==> src/rtl/fifo_uart_tx.sv <==
// -----------------------------------------------------------------------------
// fifo_uart_tx
//   Serial transmitter fed from a first-word-fall-through FIFO. When idle and
//   enabled it pops the head byte and sends one frame on tx:
//     start (0), eight data bits LSB first, optional even parity, stop (1).
//   Every bit lasts CLKS_PER_BIT clocks. At least one idle cycle separates
//   frames, so the back-to-back period is 10N+1 clocks (11N+1 with parity).
//
// Parameters
//   CLKS_PER_BIT : clocks per serial bit (>= 2)
//   PARITY_EN    : 1 = append even-parity bit after bit 7, 0 = no parity
//
// Ports
//   clk        : single clock, rising edge
//   reset      : synchronous, active-low reset
//   enable     : permits starting a new frame (never aborts one in flight)
//   fifo_empty : FIFO empty flag
//   fifo_data  : FIFO head byte, valid whenever fifo_empty = 0
//   fifo_rd    : pop strobe; the FIFO advances on the edge where it is 1
//   tx         : serial line, idle high, registered
//   busy       : high in every non-idle cycle
//   tx_done    : one-cycle pulse during the last stop-bit cycle
// -----------------------------------------------------------------------------
module fifo_uart_tx #(
  parameter int CLKS_PER_BIT = 16,
  parameter bit PARITY_EN    = 1'b0
) (
  input  logic       clk,
  input  logic       reset,
  input  logic       enable,
  input  logic       fifo_empty,
  input  logic [7:0] fifo_data,
  output logic       fifo_rd,
  output logic       tx,
  output logic       busy,
  output logic       tx_done
);

  localparam int CW = $clog2(CLKS_PER_BIT);
  localparam logic [CW-1:0] CNT_LAST     = CW'(CLKS_PER_BIT - 1);
  localparam logic [CW-1:0] CNT_PRE_LAST = CW'(CLKS_PER_BIT - 2);

  typedef enum logic [2:0] {
    IDLE,
    START,
    DATA,
    PARITY,
    STOP
  } state_e;

  state_e         state_q, state_d;
  logic [CW-1:0]  cnt_q, cnt_d;
  logic [2:0]     bit_idx_q, bit_idx_d;
  logic [7:0]     shift_q, shift_d;
  logic           parity_q, parity_d;
  logic           tx_q, tx_d;
  logic           busy_q, busy_d;
  logic           tx_done_q, tx_done_d;
  logic           bit_end;

  // The pop is gated by reset so no byte is lost while reset is held.
  assign fifo_rd = (state_q == IDLE) && enable && !fifo_empty && reset;
  assign bit_end = (cnt_q == CNT_LAST);

  assign tx      = tx_q;
  assign busy    = busy_q;
  assign tx_done = tx_done_q;

  always_comb begin
    // NOTE: every signal assigned here gets a default first, so no path
    // leaves one unassigned and no latch is inferred.
    state_d   = state_q;
    bit_idx_d = bit_idx_q;
    shift_d   = shift_q;
    parity_d  = parity_q;
    tx_d      = tx_q;
    busy_d    = busy_q;
    tx_done_d = 1'b0;
    // Free-running bit timer; wraps to 0 on every bit boundary so bit
    // lengths never drift.
    cnt_d     = bit_end ? '0 : cnt_q + CW'(1);

    unique case (state_q)
      IDLE: begin
        cnt_d = '0;
        tx_d  = 1'b1;
        if (fifo_rd) begin
          shift_d   = fifo_data;
          parity_d  = ^fifo_data;
          bit_idx_d = '0;
          tx_d      = 1'b0;
          busy_d    = 1'b1;
          state_d   = START;
        end
      end
      START: begin
        if (bit_end) begin
          tx_d    = shift_q[0];
          state_d = DATA;
        end
      end
      DATA: begin
        if (bit_end) begin
          if (bit_idx_q == 3'd7) begin
            if (PARITY_EN) begin
              tx_d    = parity_q;
              state_d = PARITY;
            end else begin
              tx_d    = 1'b1;
              state_d = STOP;
            end
          end else begin
            // tx_d takes bit 1 of the unshifted value: that is the next bit.
            tx_d      = shift_q[1];
            shift_d   = {1'b0, shift_q[7:1]};
            bit_idx_d = bit_idx_q + 3'd1;
          end
        end
      end
      PARITY: begin
        if (bit_end) begin
          tx_d    = 1'b1;
          state_d = STOP;
        end
      end
      STOP: begin
        // Registered pulse: raise it one cycle early so it lands on the
        // last stop-bit cycle.
        tx_done_d = (cnt_q == CNT_PRE_LAST);
        if (bit_end) begin
          busy_d    = 1'b0;
          tx_done_d = 1'b0;
          state_d   = IDLE;
        end
      end
      default: begin
        tx_d    = 1'b1;
        busy_d  = 1'b0;
        state_d = IDLE;
      end
    endcase
  end

  // NOTE: sequential state uses non-blocking assignments so every flop
  // samples the pre-edge value of its inputs.
  always_ff @(posedge clk) begin
    if (!reset) begin
      state_q   <= IDLE;
      cnt_q     <= '0;
      bit_idx_q <= '0;
      shift_q   <= '0;
      parity_q  <= 1'b0;
      tx_q      <= 1'b1;
      busy_q    <= 1'b0;
      tx_done_q <= 1'b0;
    end else begin
      state_q   <= state_d;
      cnt_q     <= cnt_d;
      bit_idx_q <= bit_idx_d;
      shift_q   <= shift_d;
      parity_q  <= parity_d;
      tx_q      <= tx_d;
      busy_q    <= busy_d;
      tx_done_q <= tx_done_d;
    end
  end

endmodule

==> config.mk <==
export PLATFORM = sky130hd
export DESIGN_NAME = fifo_uart_tx
export DESIGN_NICKNAME = d
export VERILOG_FILES = /design/src/rtl/fifo_uart_tx.sv
export SDC_FILE = /design/constraint.sdc
export NUM_CORES = 1
export LEC_CHECK = 0
export CORE_MARGIN = 8
export CORE_UTILIZATION = 40
export DETAILED_ROUTE_END_ITERATION = 7
export PLACE_DENSITY = 0.61
export SLEW_MARGIN = 20
export SYNTH_ARGS = -nofsm -noshare
export SYNTH_HDL_FRONTEND = slang
export SYNTH_SLANG_ARGS = --single-unit
==> constraint.sdc <==
create_clock -name clk -period 1.8 [get_ports clk]
set_input_delay 0.18 -clock clk [delete_from_list [all_inputs] [get_ports clk]]
set_output_delay 0.18 -clock clk [all_outputs]
set_load 0.1 [all_outputs]
Fig. 1: run 1, the metal 1 layer
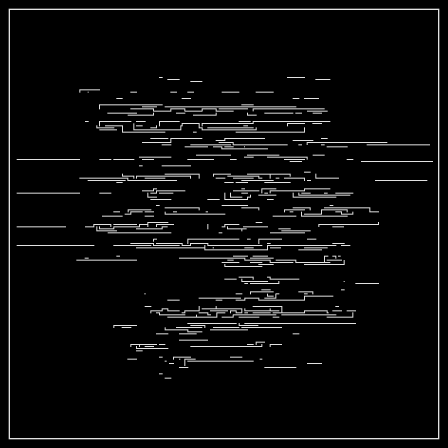
wire length on this layer: 1200 µm
longest straight run: 21.2 µm
vias after detailed routing: 913
overall routed net length: 2360 µm
global-route met1 utilization: 12.1%

Fig. 2: run 1, metal 2
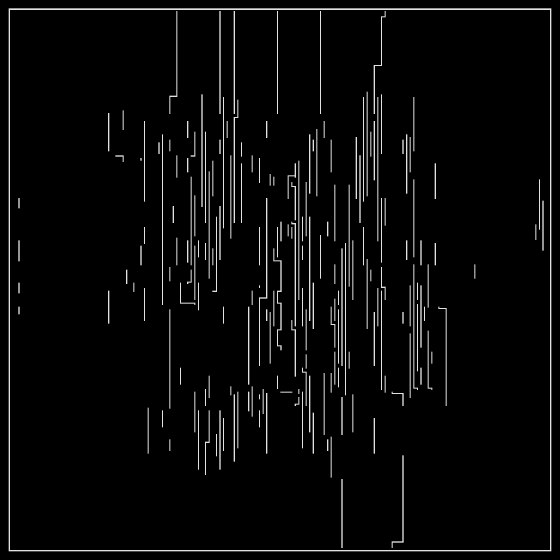
nets with wire on the layer: 124
wire length on this layer: 1080 µm
main direction: vertical
longest straight run: 21.8 µm
share of all routed wire: 46%
GR Layer Usage met2: 13.2%

Fig. 3: run 1, signal wires on met3
Scale bar: 20 µm. Cells faint in the background.
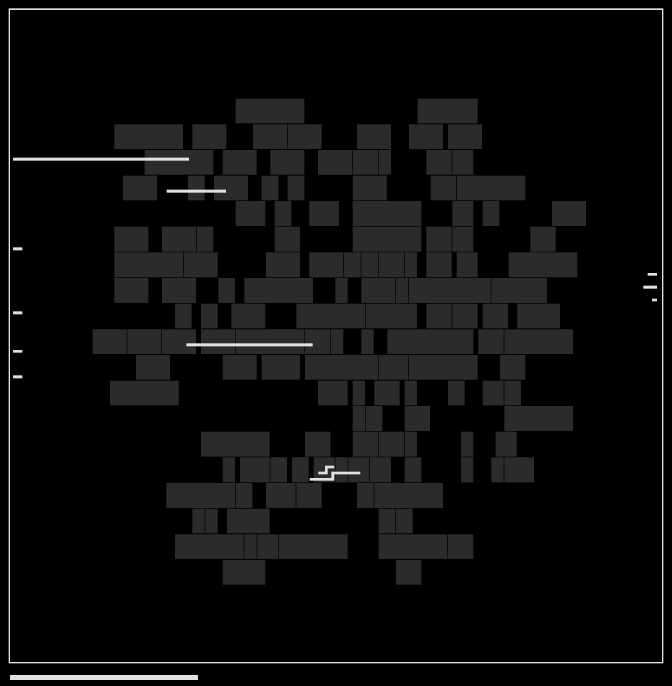
nets with wire on the layer: 11
wire length on this layer: 50.1 µm
share of all routed wire: 2.1%
met3 usage: 1.72%

==> flow_summary.rst, run 1 <==
Flow metrics
------------

.. list-table::
   :header-rows: 1

   * - Metric
     - Value
   * - Critical path class
     - flip-flop to flip-flop
   * - Antenna violations before repair
     - 0
   * - Footprint of the multi-input gates
     - 657 µm²
   * - Result of the run
     - finished, final reports clean
   * - Cell Area, Synth
     - 1130 µm²
   * - Final hold slack
     - 0.433 ns
   * - F_max
     - 587 MHz
   * - Clock latency on the worst-skew pair
     - 0.30 ns
   * - Required arrival time at the worst endpoint
     - 2.06 ns
   * - Post-cts gate resize count
     - 0
   * - Main logic family after synthesis
     - simple AND/OR/NAND/NOR gates
   * - Area-dominant cell class after layout
     - logic gates
   * - DRC violation count after routing
     - 0
   * - Area fraction in full adders, half adders and majority gates
     - 4.42%
   * - Most used standard cells in the synthesized netlist
     - dfxtp_1, nand3_1, nand2_1
   * - Async set-or-reset flop fraction in the synthesized netlist
     - 0%
   * - Seq cells post-synth
     - 21
   * - Number of pins with negative max-slew slack in the final report
     - 0
   * - Non-clock buffers
     - 23
   * - Number of buffers and inverters on the critical path
     - 0
   * - Flop area
     - 422 µm²
   * - Net total in the final layout
     - 154
   * - Post-synth net total
     - 135
   * - Simple logic cell fraction of the synthesized area
     - 22.8%
   * - Number of nets with antenna violations after detailed routing
     - 0
   * - Post-synthesis average cell area
     - 9.52 µm²
   * - Average wire per standard cell
     - 14.0 µm
   * - Count of library flops with an enable pin
     - 0
   * - Placement Cell Area
     - 1280 µm²
   * - Inst Count DP
     - 160
   * - Count of input and output buffers
     - 15
   * - Synthesized-area fraction occupied by ao, oa, aoi and oai cells
     - 19.7%
   * - Worst setup path startpoint
     - bit_idx_q[0]
   * - Placed wire-length estimate after detailed placement
     - 1620 µm
   * - Initial core utilization
     - 41.4%
   * - Total negative slack for setup checks
     - 0 ns
   * - Count of inverters other than clock inverters in the layout
     - 3
   * - Cell Type Count
     - 37
   * - Tally of max-capacitance violations
     - 0
   * - Least-Margin Pin Slew
     - 0.465 ns
   * - Number of inserted diodes
     - 0
   * - Non-clk buf share
     - 15.5%
   * - Crit path to
     - shift_q[6]
   * - Final cell count without fillers
     - 168
   * - CP max-delay cell
     - nor4b_4
   * - Dominant flop cell
     - dfxtp_1
   * - YS chip area
     - 1130 µm²
   * - Count of boundary I/O pins
     - 16
   * - Launch point of the worst hold path
     - fifo_data[7]
   * - Sequential cell count
     - 21
   * - Fill cell total of the finished layout
     - 263
   * - Clk root buf
     - clkbuf_4
   * - Clock network share of area
     - 2.01%
==> run 1: worst register-to-register path: stages, from the launching register on <==
cell and delay [ns]:
dfxtp_2 0.35, ha_2 0.19, ha_4 0.18, nor4b_4 0.42
a31o_4 0.19, and2_4 0.19, o211a_1 0.15
==> run 1: per-layer routing <==
layer,wire length (µm),up-vias,GRT usage (%)
met5,0,-,0
met4,19,0,4.10
met3,50,2,1.72
met2,1080,14,13.2
met1,1200,427,12.1
li1,-,470,-
==> run 1: power by group <==
group          internal (mW)  switching (mW)
clock network         0.0828           0.152
logic                 0.0648          0.0678
registers              0.480          0.0132
total                  0.628           0.233
==> run 1: state kept, by name, indices dropped and copies added (netlist names) <==
register,cells
tx,1
shift_q,8
bit_idx_q,3
cnt_q,4
state_q,3
tx_done,1
busy,1
==> run 2: changes to the inputs <==
--- a/config.mk
+++ b/config.mk
@@ -7,6 +7,7 @@
 export LEC_CHECK = 0
 export CORE_MARGIN = 8
 export CORE_UTILIZATION = 40
+export CTS_BUF_LIST = sky130_fd_sc_hd__clkbuf_4 sky130_fd_sc_hd__clkbuf_8
 export DETAILED_ROUTE_END_ITERATION = 7
 export PLACE_DENSITY = 0.61
 export SLEW_MARGIN = 20
Fig. 4: run 2, the metal 1 layer
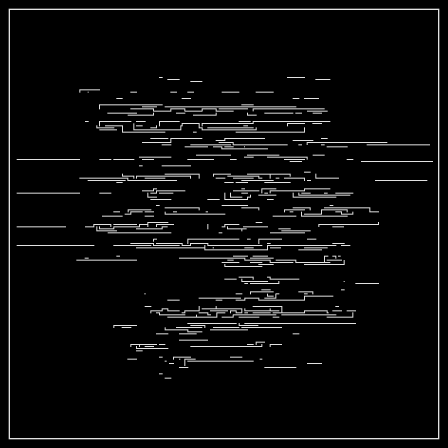
share of all routed wire: 51%
wire length on this layer: 1200 µm

==> flow_summary.rst, run 2 <==
Flow metrics
------------

.. list-table::
   :header-rows: 1

   * - Metric
     - Value
   * - Result of the run
     - finished, final reports clean
   * - Number of buffers and inverters on the critical path
     - 0 (unchanged)
   * - Flop area
     - 422 µm² (unchanged)
   * - Worst setup path startpoint
     - bit_idx_q[0]
   * - Most heavily used metal layer in global routing
     - met2
   * - Cell Type Count
     - 37 (unchanged)
   * - Top Metal Used
     - met4
   * - Most used standard cells in the synthesized netlist
     - dfxtp_1, nand3_1, nand2_1
   * - Count of library flops with an enable pin
     - 0 (unchanged)
   * - Overall routed net length
     - 2360 µm (unchanged)
   * - Clock Power Share
     - 27.3% (about the same)
   * - Number of nets with antenna violations after detailed routing
     - 0 (unchanged)
   * - Post-synth net total
     - 135 (unchanged)
   * - Count of boundary I/O pins
     - 16 (unchanged)
   * - Sequential cell count
     - 21 (unchanged)
   * - Required arrival time at the worst endpoint
     - 2.06 ns (about the same)
   * - Critical path class
     - flip-flop to flip-flop
   * - Placement Cell Area
     - 1280 µm² (unchanged)
   * - Detailed-routed wire length on met2
     - 1080 µm (unchanged)
   * - Antenna violations before repair
     - 0 (unchanged)
   * - M1 wire length
     - 1200 µm (unchanged)
   * - Post-synthesis average cell area
     - 9.52 µm² (unchanged)
   * - Share of total power in sequential cells
     - 57.3% (about the same)
   * - CP max-delay cell
     - nor4b_4
   * - Tally of max-capacitance violations
     - 0 (unchanged)
   * - Worst setup SP type
     - flip-flop
   * - P_sw
     - 0.233 mW (unchanged)
   * - Number of inserted diodes
     - 0 (unchanged)
   * - YS chip area
     - 1130 µm² (unchanged)
   * - Largest Register
     - shift_q
   * - GR Layer Usage met2
     - 13.2% (unchanged)
   * - Clock latency on the worst-skew pair
     - 0.30 ns (about the same)
   * - Number of clock sinks
     - 21
   * - Non-clock buffers
     - 23 (unchanged)
   * - Detailed-routed wire length on met3
     - 50 µm (unchanged)
   * - Seq cells post-synth
     - 21 (unchanged)
   * - Crit path to
     - shift_q[6]
   * - Internal power contribution
     - 0.628 mW (unchanged)
   * - DRC violation count after routing
     - 0 (unchanged)
   * - Number of pins with negative max-slew slack in the final report
     - 0 (unchanged)
   * - Largest registers
     - shift_q x8, cnt_q x4
   * - Core Box Area
     - 2730 µm²
   * - Vias after detailed routing
     - 913 (unchanged)
   * - Clk root buf
     - clkbuf_4
   * - Max reg flops
     - 8 (unchanged)
   * - Highest-power group
     - sequential cells
   * - Fill cell total of the finished layout
     - 263 (unchanged)
   * - Async set-or-reset flop fraction in the synthesized netlist
     - 0% (unchanged)
   * - Placed wire-length estimate after detailed placement
     - 1620 µm (unchanged)
   * - Comb pwr share
     - 15.4% (about the same)
   * - Count of inverters other than clock inverters in the layout
     - 3 (unchanged)
   * - Power dissipated in the clock network
     - 0.235 mW (about the same)
   * - Least-Margin Pin Slew
     - 0.465 ns (unchanged)
   * - Comb. pwr
     - 0.133 mW (about the same)
   * - Footprint of the multi-input gates
     - 657 µm² (unchanged)
   * - Average wire per standard cell
     - 14.0 µm (unchanged)
   * - Clock network share of area
     - 2.01% (unchanged)
   * - Proportion of layout cells with a drive suffix above 1
     - 19.7%
   * - Switching share of power
     - 27.1% (unchanged)
   * - Non-clk buf share
     - 15.5% (unchanged)
   * - Initial core utilization
     - 41.4% (unchanged)
   * - Global-route met1 utilization
     - 12.1% (unchanged)
   * - Leading cell type by number of instances after synthesis
     - dfxtp_1
   * - Area-dominant cell class after layout
     - logic gates
   * - Total negative slack for setup checks
     - 0 ns (unchanged)
   * - Cell Area, Synth
     - 1130 µm² (unchanged)
   * - F_max
     - 587 MHz (unchanged)
   * - Launch point of the worst reg-to-reg path
     - bit_idx_q[0]
   * - Launch point of the worst hold path
     - fifo_data[7]
Fig. 5: run 2, register map, names as in the netlist
Scale bar: 20 µm.
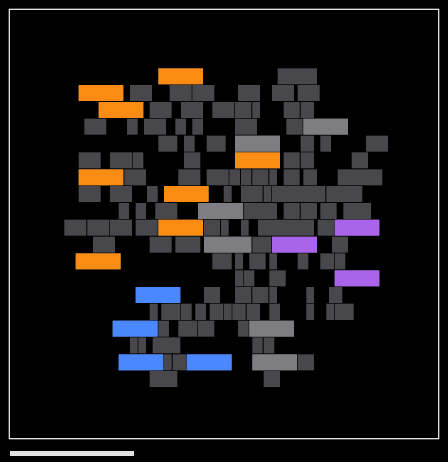
legend:
  orange:
    name_in_the_netlist: shift_q
    placed_flops: 8
  purple:
    name_in_the_netlist: state_q
    placed_flops: 3
  blue:
    name_in_the_netlist: cnt_q
    placed_flops: 4
not colored: 6
fraction of area in registers: 30.8%
power consumed by sequential cells: 0.493 mW
Util after Layout: 50.1%

-- run 2: cell counts after synthesis --
No cell type changed its count.
-- run 2: stage by stage --
stage	std cells	hold slack (ns)
6_report	168	0.433
5_1_grt	168	0.420
4_1_cts	164	0.415
3_5_place_dp	160	0.457
3_3_place_gp	160	0.445
2_1_floorplan	119	0.325
-- run 2: cells by family (layout without fill, tap and decap cells) --
group	count (synthesis)	in the layout	share of synthesized area, %
compound gates	29	30	19.7
xor+xnor	2	2	1.55
fa+ha+maj	4	4	4.42
buf+inv	13	30	8.29
flops	21	21	37.1
mux	7	7	6.19
simple gates	43	43	22.8
-- run 2: repair_timing --
item,CTS,global route
resized,0,6
buffers inserted,0,3
endpoints found under the setup margin,0,8
No activity file was given, so power comes from the tool's default toggle rates.
